**src/rtl/alu_shift_arbiter.sv**
```systemverilog
// Two-requester round-robin arbiter in front of a shared shift/rotate unit.
// The granted operation is computed combinationally and captured in a
// single-entry result buffer that drains through a valid/ready handshake.
module alu_shift_arbiter #(
  parameter int WIDTH = 32
) (
  input  logic             clk,
  input  logic             rst_n,
  input  logic             en,
  input  logic             req0_valid,
  output logic             req0_ready,
  input  logic [WIDTH-1:0] req0_a,
  input  logic [WIDTH-1:0] req0_b,
  input  logic [2:0]       req0_op,
  input  logic             req1_valid,
  output logic             req1_ready,
  input  logic [WIDTH-1:0] req1_a,
  input  logic [WIDTH-1:0] req1_b,
  input  logic [2:0]       req1_op,
  output logic             out_valid,
  input  logic             out_ready,
  output logic [WIDTH-1:0] out_result,
  output logic             out_id,
  output logic             out_err
);

  typedef enum logic {EMPTY = 1'b0, FULL = 1'b1} state_t;

  state_t             state;
  logic               ptr;
  logic               can_accept;
  logic               grant0;
  logic               grant1;
  logic               grant;
  logic [WIDTH-1:0]   sel_a;
  logic [2:0]         sel_op;
  logic [4:0]         sh;
  logic [WIDTH-1:0]   shift_res;
  logic               shift_err;
  logic [2*WIDTH-1:0] rotl_tmp;
  logic [2*WIDTH-1:0] rotr_tmp;
  logic               unused_b;

  // Only the low five bits of B form the shift amount.
  assign unused_b = ^{req0_b[WIDTH-1:5], req1_b[WIDTH-1:5]};

  assign out_valid = (state == FULL);

  // rst_n is folded in so no ready can be seen while reset is held.
  assign can_accept = rst_n & en & ((state == EMPTY) | (out_valid & out_ready));

  // Lone requester wins outright; on contention the pointer decides.
  assign grant0 = can_accept & req0_valid & (~req1_valid | ~ptr);
  assign grant1 = can_accept & req1_valid & (~req0_valid | ptr);
  assign grant  = grant0 | grant1;

  assign req0_ready = grant0;
  assign req1_ready = grant1;

  assign sel_a  = grant1 ? req1_a : req0_a;
  assign sel_op = grant1 ? req1_op : req0_op;
  assign sh     = grant1 ? req1_b[4:0] : req0_b[4:0];

  // Shared shift datapath; rotates use a doubled operand so sh=0 needs no special case.
  always_comb begin
    shift_res = '0;
    shift_err = 1'b0;
    rotl_tmp  = {sel_a, sel_a} << sh;
    rotr_tmp  = {sel_a, sel_a} >> sh;
    case (sel_op)
      3'b001:  shift_res = sel_a << sh;
      3'b010:  shift_res = $signed(sel_a) >>> sh;
      3'b011:  shift_res = rotl_tmp[2*WIDTH-1:WIDTH];
      3'b100:  shift_res = rotr_tmp[WIDTH-1:0];
      default: shift_err = 1'b1;
    endcase
  end

  // Result buffer FSM, output registers and round-robin pointer.
  always_ff @(posedge clk or negedge rst_n) begin
    if (!rst_n) begin
      state      <= EMPTY;
      ptr        <= 1'b0;
      out_result <= '0;
      out_id     <= 1'b0;
      out_err    <= 1'b0;
    end else begin
      if (grant) begin
        state      <= FULL;
        ptr        <= grant0;
        out_result <= shift_res;
        out_id     <= grant1;
        out_err    <= shift_err;
      end else if (state == FULL && out_ready) begin
        state      <= EMPTY;
        out_result <= '0;
        out_id     <= 1'b0;
        out_err    <= 1'b0;
      end
    end
  end

endmodule

```
**config.mk**
```make
export PLATFORM = sky130hd
export DESIGN_NAME = alu_shift_arbiter
export DESIGN_NICKNAME = d
export VERILOG_FILES = /design/src/rtl/alu_shift_arbiter.sv
export SDC_FILE = /design/constraint.sdc
export NUM_CORES = 1
export LEC_CHECK = 0
export CORE_ASPECT_RATIO = 0.5
export CORE_UTILIZATION = 40
export DETAILED_ROUTE_END_ITERATION = 8
export SYNTH_ARGS = -nofsm -noshare
export SYNTH_HDL_FRONTEND = slang
export SYNTH_SLANG_ARGS = --single-unit
```
**constraint.sdc**
```tcl
create_clock -name clk -period 6.79 [get_ports clk]
set_input_delay 0.679 -clock clk [delete_from_list [all_inputs] [get_ports clk]]
set_output_delay 0.679 -clock clk [all_outputs]
set_load 0.01 [all_outputs]
```
**Placement view**

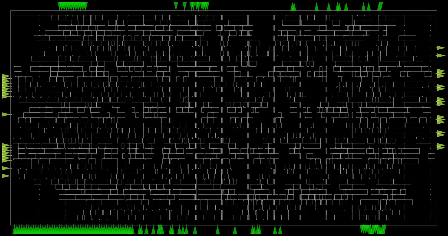
Seq area share: 7.995%
flop count: 36

**Port wiring**

Bar = 50 um.
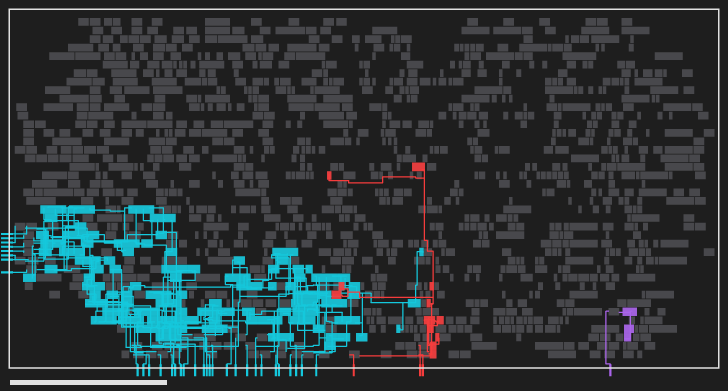
legend:
  cyan:
    port: `req0_a`
    direction: input
    end_cells: 92
    buffers: 32
    wire: 2390 um
  red:
    port: `req0_op`
    direction: input
    end_cells: 13
    buffers: 3
    wire: 218 um
  purple:
    port: `req0_valid`
    direction: input
    end_cells: 4
    buffers: 1
    wire: 34.6 um
port bufs: 122
number of I/O pins: 177

**Cell classes on the final placement**

Fill, decap, tap and diode cells in grey.
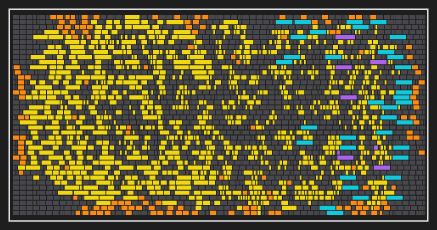
legend:
  yellow:
    class: all other logic
    cells: 985
  purple:
    class: clock drivers and dummy loads
    cells: 8
  cyan:
    class: flip-flops
    cells: 36
  orange:
    class: other buffers and delay cells
    cells: 146
std cell rows: 40
final instance area: 11270 um2
Final Util: 46.33%
core area: 24320 um2

==> results_slide.txt <==
Flow Results at a Glance

Run status
  – Outcome: finished clean

Synthesis
  – Yosys top cell by instances: mux2i_1
  – Aoi share: 20.48%
  – Yosys reg bits: 36
  – Post-synth top cells: mux2i_1, nand2_1, nor2_1
  – Mux area share: 48.58%
  – Synth cell types: 77
  – Yosys stat chip area: 10030 um2
  – Xor/xnor share: 0%
  – Top-area cell share: 19.96%
  – Fa+ha+maj area frac: 0%
  – Number of synthesized flops with an enable pin: 0
  – Yosys Warn Count: 0
  – Syn_area_per_cell: 8.839 um2

Timing
  – Max-slew headroom: 27.63%
  – Tmin final: 4.863 ns
  – Final setup viols: 0
  – Min Hold Slack: 0.4743 ns
  – Final hold viol count: 0
  – Period utilization: 71.63%
  – Final TNS setup: 0 ns
  – RSZ-0062 raised after global routing: no

Floorplan
  – Floorplan core density: 41.24%
  – Chip Width: 226.0 um

CTS
  – Postcts setup bufs: 0
  – Clock transition at path regs: 0.06 ns
  – H-tree levels: 2
  – CTS resizes: 0
  – Root Buffer: clkbuf_16
  – CTS tree: done
  – Hold_buf cts: 0
  – CTS Buf Count: 5

Detailed routing
  – Routed wl met3: 6.033 mm
  – Metal2 WL: 17.41 mm
  – Vias/cell: 6.817
  – Drt drc: 0

Critical path
  – Critical path's largest stage delay: 0.78 ns
  – Crit start category: input pin
  – Slowest CP cell: mux2i_4
  – CP max FO: 37
  – Critical path's top delay family: buffers and inverters
  – Crit. End Element: register
  – Critical path class: in2reg

Power
  – PD cells: 134.0 nW/um2
  – Sw Share: 47.44%
  – Total chip power: 1510 uW
  – Top Consumer: combinational cells
  – P_clk: 268 uW
  – Sequential logic power: 251 uW
  – Leakage: 0.004476 uW
  – Comb pwr share: 65.6%
  – Logic power comb: 991 uW
  – Clock power frac: 17.8%

Finish
  – Ant. Diodes: 0
  – Filler instances: 2437
  – Non-Filler Instances: 1511
  – Dominant logic cell types in the final layout: mux2i_1, clkdlybuf4s50_1, nand2_1, nor2_1, mux4_2
  – Register Area: 900.9 um2
  – Top cell excl fill/tap: mux2i_1
  – Logic area: 8339 um2
  – Largest register FFs: 32
  – Layout cell share with drive strength beyond 1: 17.62%

GRT
  – First-pass GRT wire length: 63.82 mm
  – Number of global-route vias before repair: 9319
  – Met1 GRT Util: 48.63%
  – Initial antenna violation count: 1

Flow run
  – Tool warnings: 80
  – Max-cap viol count: 0

Place
  – Placed cell count: 1503
  – Placer Congestion: 1.033
**Cells by drive strength**

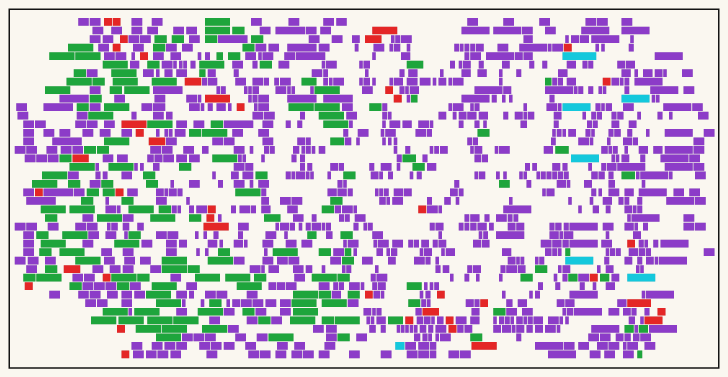
legend:
  red:
    size: drive 3 to 4
    cells: 42
    share: 3.6%
  purple:
    size: drive 1 or less
    cells: 968
    share: 82%
  green:
    size: drive 2
    cells: 158
    share: 13%
  cyan:
    size: drive 6 and up
    cells: 7
    share: 0.60%
post-route setup slack: 1.927 ns
Non-CTS buffers: 146
Area growth syn-to-layout: 12.32%

**Wiring by layer**

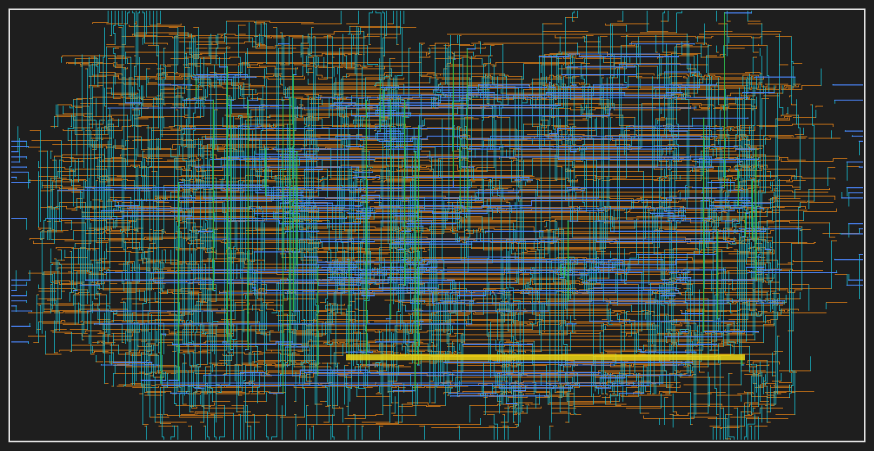
legend:
  blue:
    layer: met3
    wire_length: 6030 um
  green:
    layer: met4
    wire_length: 1270 um
  orange:
    layer: met1
    wire_length: 19300 um
  cyan:
    layer: met2
    wire_length: 17400 um
  yellow:
    layer: met5
    wire_length: 104 um
Via Count: 10300
total track usage: 34.05%
drt wl/cell: 29.22 um
total wire length: 44.16 mm

==> final cells by class <==
cell class | count | share of cell area (%)
Multi-Input combinational cell | 972 | 74.01
Timing Repair Buffer | 146 | 12.30
Sequential cell | 36 | 7.995
Tap cell | 336 | 3.731
Clock buffer | 5 | 1.110
Inverter | 13 | 0.4775
Clock inverter | 3 | 0.3775
==> path summary, 6_finish.rpt <==
check | from | endpoint | cells past startpoint
max | rst_n | out_result[15] | 10
min | out_result[0] | out_result[0] | 2
max reg2reg | out_valid | out_result[15] | 9
min reg2reg | out_result[0] | out_result[0] | 2
max in group asynchronous | rst_n | out_result[16] | 1
min in group asynchronous | rst_n | ptr | 1
==> worst min-delay path: stages (launching register included) <==
cell and delay (ns):
dfrtp_1 0.35, nand2_1 0.05, nand2_1 0.05
Power and IR drop assume default switching activity.
